--- src/rtl/dp_dm_dmi.sv ---
// Debug Module DMI register block: dmcontrol/dmstatus/abstractcs/command/data0-1,
// plus a two-state abstract-command engine that accesses the hart register file.
module dp_dm_dmi #(
   parameter int ACK_TIMEOUT = 255
) (
   input  logic        iclk,
   input  logic        iresetn,
   input  logic        dmi_req,
   input  logic [6:0]  dmi_address,
   input  logic [31:0] dmi_wdata,
   input  logic [1:0]  dmi_op,
   output logic [31:0] dmi_rdata,
   output logic        haltreq,
   output logic        resumereq,
   output logic        ndmreset,
   input  logic        halted,
   output logic        reg_req,
   output logic        reg_we,
   output logic [15:0] reg_addr,
   output logic [31:0] reg_wdata,
   input  logic [31:0] reg_rdata,
   input  logic        reg_ack
);

   // Handshakes: a DMI access is a single-cycle strobe (dmi_req) with no back-pressure.
   // reg_req is a level held with stable reg_we/addr/wdata until a one-cycle reg_ack
   // is seen or the timeout expires; an ack outside S_REQ is ignored.
   localparam int CW = $clog2(ACK_TIMEOUT + 1);

   typedef enum logic {S_IDLE, S_REQ} state_t;
   state_t state, state_next;

   logic          dmactive;
   logic [31:0]   data0, data1;
   logic [2:0]    cmderr;
   logic [CW-1:0] cnt;
   logic          busy;

   logic wr, rd, dmctl_wr, cmd_wr, data_acc, active_next;
   logic cmd_bad, cmd_nohalt, cmd_ok, set_err1, timeout_hit;
   logic [31:0] rdata_mux;

   assign wr          = dmi_req && (dmi_op == 2'd2);
   assign rd          = dmi_req && (dmi_op == 2'd1);
   assign dmctl_wr    = wr && (dmi_address == 7'h10);
   assign cmd_wr      = wr && (dmi_address == 7'h17) && dmactive;
   assign data_acc    = (wr || rd) && dmactive && ((dmi_address == 7'h04) || (dmi_address == 7'h05));
   assign active_next = dmctl_wr ? dmi_wdata[0] : dmactive;

   // Command validation in priority order: malformed, then hart not halted, then accept.
   assign cmd_bad     = (dmi_wdata[31:24] != 8'd0) || (dmi_wdata[22:20] != 3'd2);
   assign cmd_nohalt  = !halted && dmi_wdata[17];
   assign cmd_ok      = cmd_wr && !busy && (cmderr == 3'd0) && !cmd_bad && !cmd_nohalt && dmi_wdata[17];
   assign set_err1    = busy && (cmderr == 3'd0) && (data_acc || cmd_wr);
   assign timeout_hit = busy && !reg_ack && (cnt == CW'(ACK_TIMEOUT - 1));

   always_ff @(posedge iclk or negedge iresetn) begin
      if (!iresetn) state <= S_IDLE;
      else          state <= state_next;
   end

   always_comb begin
      state_next = state;
      case (state)
         S_IDLE: if (cmd_ok) state_next = S_REQ;
         S_REQ:  if (reg_ack || timeout_hit) state_next = S_IDLE;
         default: state_next = S_IDLE;
      endcase
      if (!active_next) state_next = S_IDLE;
   end

   always_comb begin
      busy    = (state == S_REQ);
      reg_req = (state == S_REQ);
   end

   always_comb begin
      rdata_mux = 32'd0;
      case (dmi_address)
         7'h04: rdata_mux = busy ? 32'd0 : data0;
         7'h05: rdata_mux = busy ? 32'd0 : data1;
         7'h10: rdata_mux = {haltreq, 28'd0, 1'b0, ndmreset, dmactive};
         7'h11: rdata_mux = {20'd0, ~halted, ~halted, halted, halted, 1'b1, 3'd0, 4'd2};
         7'h16: rdata_mux = {3'd0, 5'd0, 11'd0, busy, 1'b0, cmderr, 4'd0, 4'd2};
         default: rdata_mux = 32'd0;
      endcase
   end

   always_ff @(posedge iclk or negedge iresetn) begin
      if (!iresetn) begin
         dmi_rdata <= 32'd0;
         haltreq   <= 1'b0;
         resumereq <= 1'b0;
         ndmreset  <= 1'b0;
         dmactive  <= 1'b0;
         data0     <= 32'd0;
         data1     <= 32'd0;
         cmderr    <= 3'd0;
         cnt       <= '0;
         reg_we    <= 1'b0;
         reg_addr  <= 16'd0;
         reg_wdata <= 32'd0;
      end else begin
         resumereq <= 1'b0;
         if (rd) dmi_rdata <= rdata_mux;
         if (dmctl_wr) begin
            dmactive  <= dmi_wdata[0];
            ndmreset  <= dmi_wdata[1];
            haltreq   <= dmi_wdata[31];
            resumereq <= dmi_wdata[30] && !dmi_wdata[31];
         end
         if (!active_next) begin
            data0     <= 32'd0;
            data1     <= 32'd0;
            cmderr    <= 3'd0;
            cnt       <= '0;
            reg_we    <= 1'b0;
            reg_addr  <= 16'd0;
            reg_wdata <= 32'd0;
         end else begin
            cnt <= (busy && state_next == S_REQ) ? cnt + CW'(1) : '0;
            if (wr && !busy && dmi_address == 7'h04) data0 <= dmi_wdata;
            if (wr && !busy && dmi_address == 7'h05) data1 <= dmi_wdata;
            if (wr && dmi_address == 7'h16) cmderr <= cmderr & ~dmi_wdata[10:8];
            if (cmd_wr && !busy && cmderr == 3'd0) begin
               if (cmd_bad)         cmderr <= 3'd2;
               else if (cmd_nohalt) cmderr <= 3'd4;
            end
            if (set_err1) cmderr <= 3'd1;
            if (cmd_ok) begin
               reg_we    <= dmi_wdata[16];
               reg_addr  <= dmi_wdata[15:0];
               reg_wdata <= data0;
            end
            // Hart read data takes priority over a colliding DMI write to data0.
            if (busy && reg_ack && !reg_we) data0 <= reg_rdata;
            if (timeout_hit) cmderr <= 3'd3;
         end
      end
   end

endmodule

--- config.mk ---
export PLATFORM = sky130hd
export DESIGN_NAME = dp_dm_dmi
export DESIGN_NICKNAME = d
export VERILOG_FILES = /design/src/rtl/dp_dm_dmi.sv
export SDC_FILE = /design/constraint.sdc
export NUM_CORES = 1
export LEC_CHECK = 0
export CAP_MARGIN = 20
export CORE_ASPECT_RATIO = 0.8
export CORE_MARGIN = 8
export CORE_UTILIZATION = 35
export CTS_CLUSTER_SIZE = 30
export DETAILED_ROUTE_END_ITERATION = 8
export SYNTH_ARGS = -nofsm -noshare
export SYNTH_HDL_FRONTEND = slang
export SYNTH_SLANG_ARGS = --single-unit
--- constraint.sdc ---
create_clock -name iclk -period 2.6 [get_ports iclk]
set_clock_uncertainty 0.1 [all_clocks]
set_input_delay 0.26 -clock iclk [delete_from_list [all_inputs] [get_ports iclk]]
set_output_delay 0.26 -clock iclk [all_outputs]
set_load 0.05 [all_outputs]
Figure 1. Drive-strength map.
The bar under the picture is 50 um long.
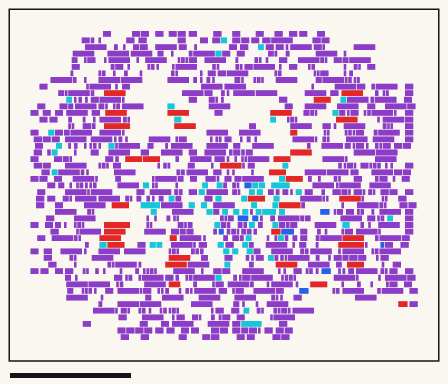
[red] drive 6 and up | cells: 36 | share: 3.7%
[blue] drive 2 | cells: 9 | share: 0.93%
[purple] drive 1 or less | cells: 858 | share: 89%
[cyan] drive 3 to 4 | cells: 63 | share: 6.5%

Figure 2. Sequential cells grouped by signal name.
The bar under the picture is 50 um long.
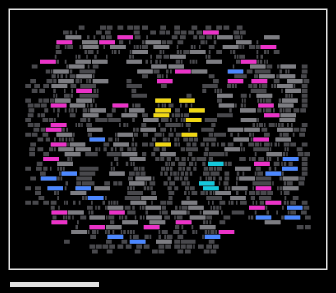
[yellow] cnt | placed flops: 8 | where: center
[cyan] cmderr | placed flops: 3
[magenta] data0 | placed flops: 32 | where: widely spread
[blue] reg_addr | placed flops: 16

==> flow_summary.yaml <==
# implementation run metrics
drt:
  drc: 0
  num_vias: 6251
global_routing:
  grt_pass1_wl_um: 36650
  antenna_found_initial: 1
  grt_usage_pct: 18.67
  first_global_vias: 6349
status:
  status: "finished clean"
finish:
  layout_top_cells: "nand2_1, dfrtp_1, clkdlybuf4s50_1"
yosys:
  synthCells: 759
  yosys_warnings: 0
critical_path:
  crit_family: "simple AND/OR/NAND/NOR gates"
  cp-start-kind: "flip-flop"
timing:
  worst_slew_pin_slew_ns: 0.6458
  rsz0062_at_grt: "false"
cts:
  cts.sinks: 161
  cts_buffers: 17
  insertion_delay_ns: 0.42
placement:
  dp_hpwl_um: 16500
  place_ws_ns: -0.1764
floorplanning:
  ioPinCount: 163
power:
  power_density_mw_per_mm2: 535.2
Figure 3. Clock distribution.
The bar under the picture is 50 um long.
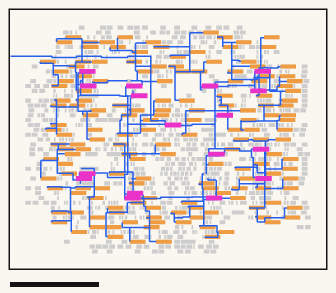
[magenta] cells driving clock nets | count: 17
[orange] flip-flops | count: 161
[blue] clock wires | length: 2130 um
routed clock nets: 18

Figure 4. Clock nets.
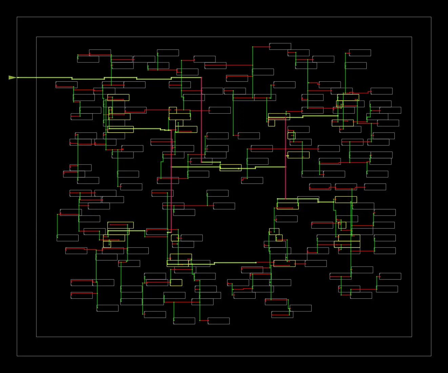
CLK BUF: 19
clock network power consumption: 2.64 mW

-- cell usage after synthesis (all sizes together) (2+ instances only) --
| master | count | area (um^2) |
|---|---|---|
| nand2 | 203 | 762.0 |
| dfrtp | 161 | 4029 |
| a21oi | 87 | 435.4 |
| mux2i | 57 | 570.6 |
| nor2 | 49 | 183.9 |
| clkbuf | 42 | 157.7 |
| o21ai | 38 | 190.2 |
| a211oi | 33 | 247.7 |
| nand3 | 10 | 50.05 |
| buf | 9 | 42.54 |
| inv | 8 | 30.03 |
| a22o | 4 | 35.03 |
| nand4 | 4 | 31.28 |
| a22oi | 3 | 22.52 |
| and2 | 3 | 18.77 |
| and3 | 3 | 18.77 |
| mux2 | 3 | 33.78 |
| nor3 | 3 | 15.01 |
| nor4 | 3 | 25.02 |
| nor4b | 3 | 47.54 |
| xnor2 | 3 | 26.28 |
| xor2 | 3 | 26.28 |
| a21o | 2 | 15.01 |
| a221oi | 2 | 17.52 |
| a31oi | 2 | 12.51 |
| ha | 2 | 25.02 |
| nand3b | 2 | 15.01 |
| nor2b | 2 | 12.51 |
| o22ai | 2 | 12.51 |
-- cell families after synthesis --
logic type      share of synthesized area [%]
buf+inv                                 3.188
mux                                     8.368
xor+xnor                               0.7278
flops                                   55.79
fa+ha+maj                              0.3464
simple gates                            17.20
compound gates                          14.38
-- worst register-to-register path, stage by stage, from the launching register on --
cell and delay [ns]:
dfrtp_1 0.40, nor4b_2 0.39, nand4_2 0.16, or4_2 0.71
a211o_1 0.43, nor2_1 0.14
-- layout make-up --
type                       instances  area (um^2)
antenna                            1        2.502
clock buffer                      19        442.9
clock inverter                    13        176.4
fill                            1946        10210
inverter                           8        30.03
multi-input combinational        539         3000
sequential                       161         4029
tap                              269        336.6
timing repair buffer             226         2238
-- worst paths after layout --
check                                     from       endpoint  slack (ns)  depth (start not counted)
worst max-delay path                 cmderr[2]         cnt[7]        0.20                          5
worst min-delay path            dmi_address[0]   dmi_rdata[1]        0.22                          4
worst max register to register       cmderr[2]         cnt[7]        0.20                          5
worst min register to register   dmi_rdata[17]  dmi_rdata[17]        0.38                          2
max in group asynchronous              iresetn  dmi_rdata[10]        1.44                          3
min in group asynchronous              iresetn   reg_wdata[9]        0.27                          2
-- what timing repair did --
| action | CTS | global route |
|---|---|---|
| resized | 0 | 0 |
| endpoints found under the setup margin | 0 | 0 |
| endpoints found under the hold margin | 55 | 0 |
| hold buffers | 1 | 0 |
-- flip-flops by register name (all words and copies together) (netlist names) --
name	cells
ndmreset	1
reg_req	1
reg_addr	16
cmderr	3
data0	32
resumereq	1
dmactive	1
reg_we	1
data1	32
cnt	8
haltreq	1
reg_wdata	32
dmi_rdata	32
-- power by group --
part	total (mW)	internal [mW]	switching, mW
registers	2.51	2.51	0.00127
clock network	2.64	1.56	1.08
logic	0.344	0.173	0.172
total	5.49	4.23	1.26
-- layer usage --
layer / share of wire, % / vias to the layer above / GRT usage, % / wire length, um
met1: 47 / 3074 / 25.38 / 10800
met4: 0.99 / 2 / 4.371 / 230
met5: 0.056 / - / 0 / 13
met3: 7.1 / 17 / 6.080 / 1647
li1: - / 3004 / - / -
met2: 45 / 154 / 28.42 / 10430
Power is estimated from default activity; no workload was simulated.
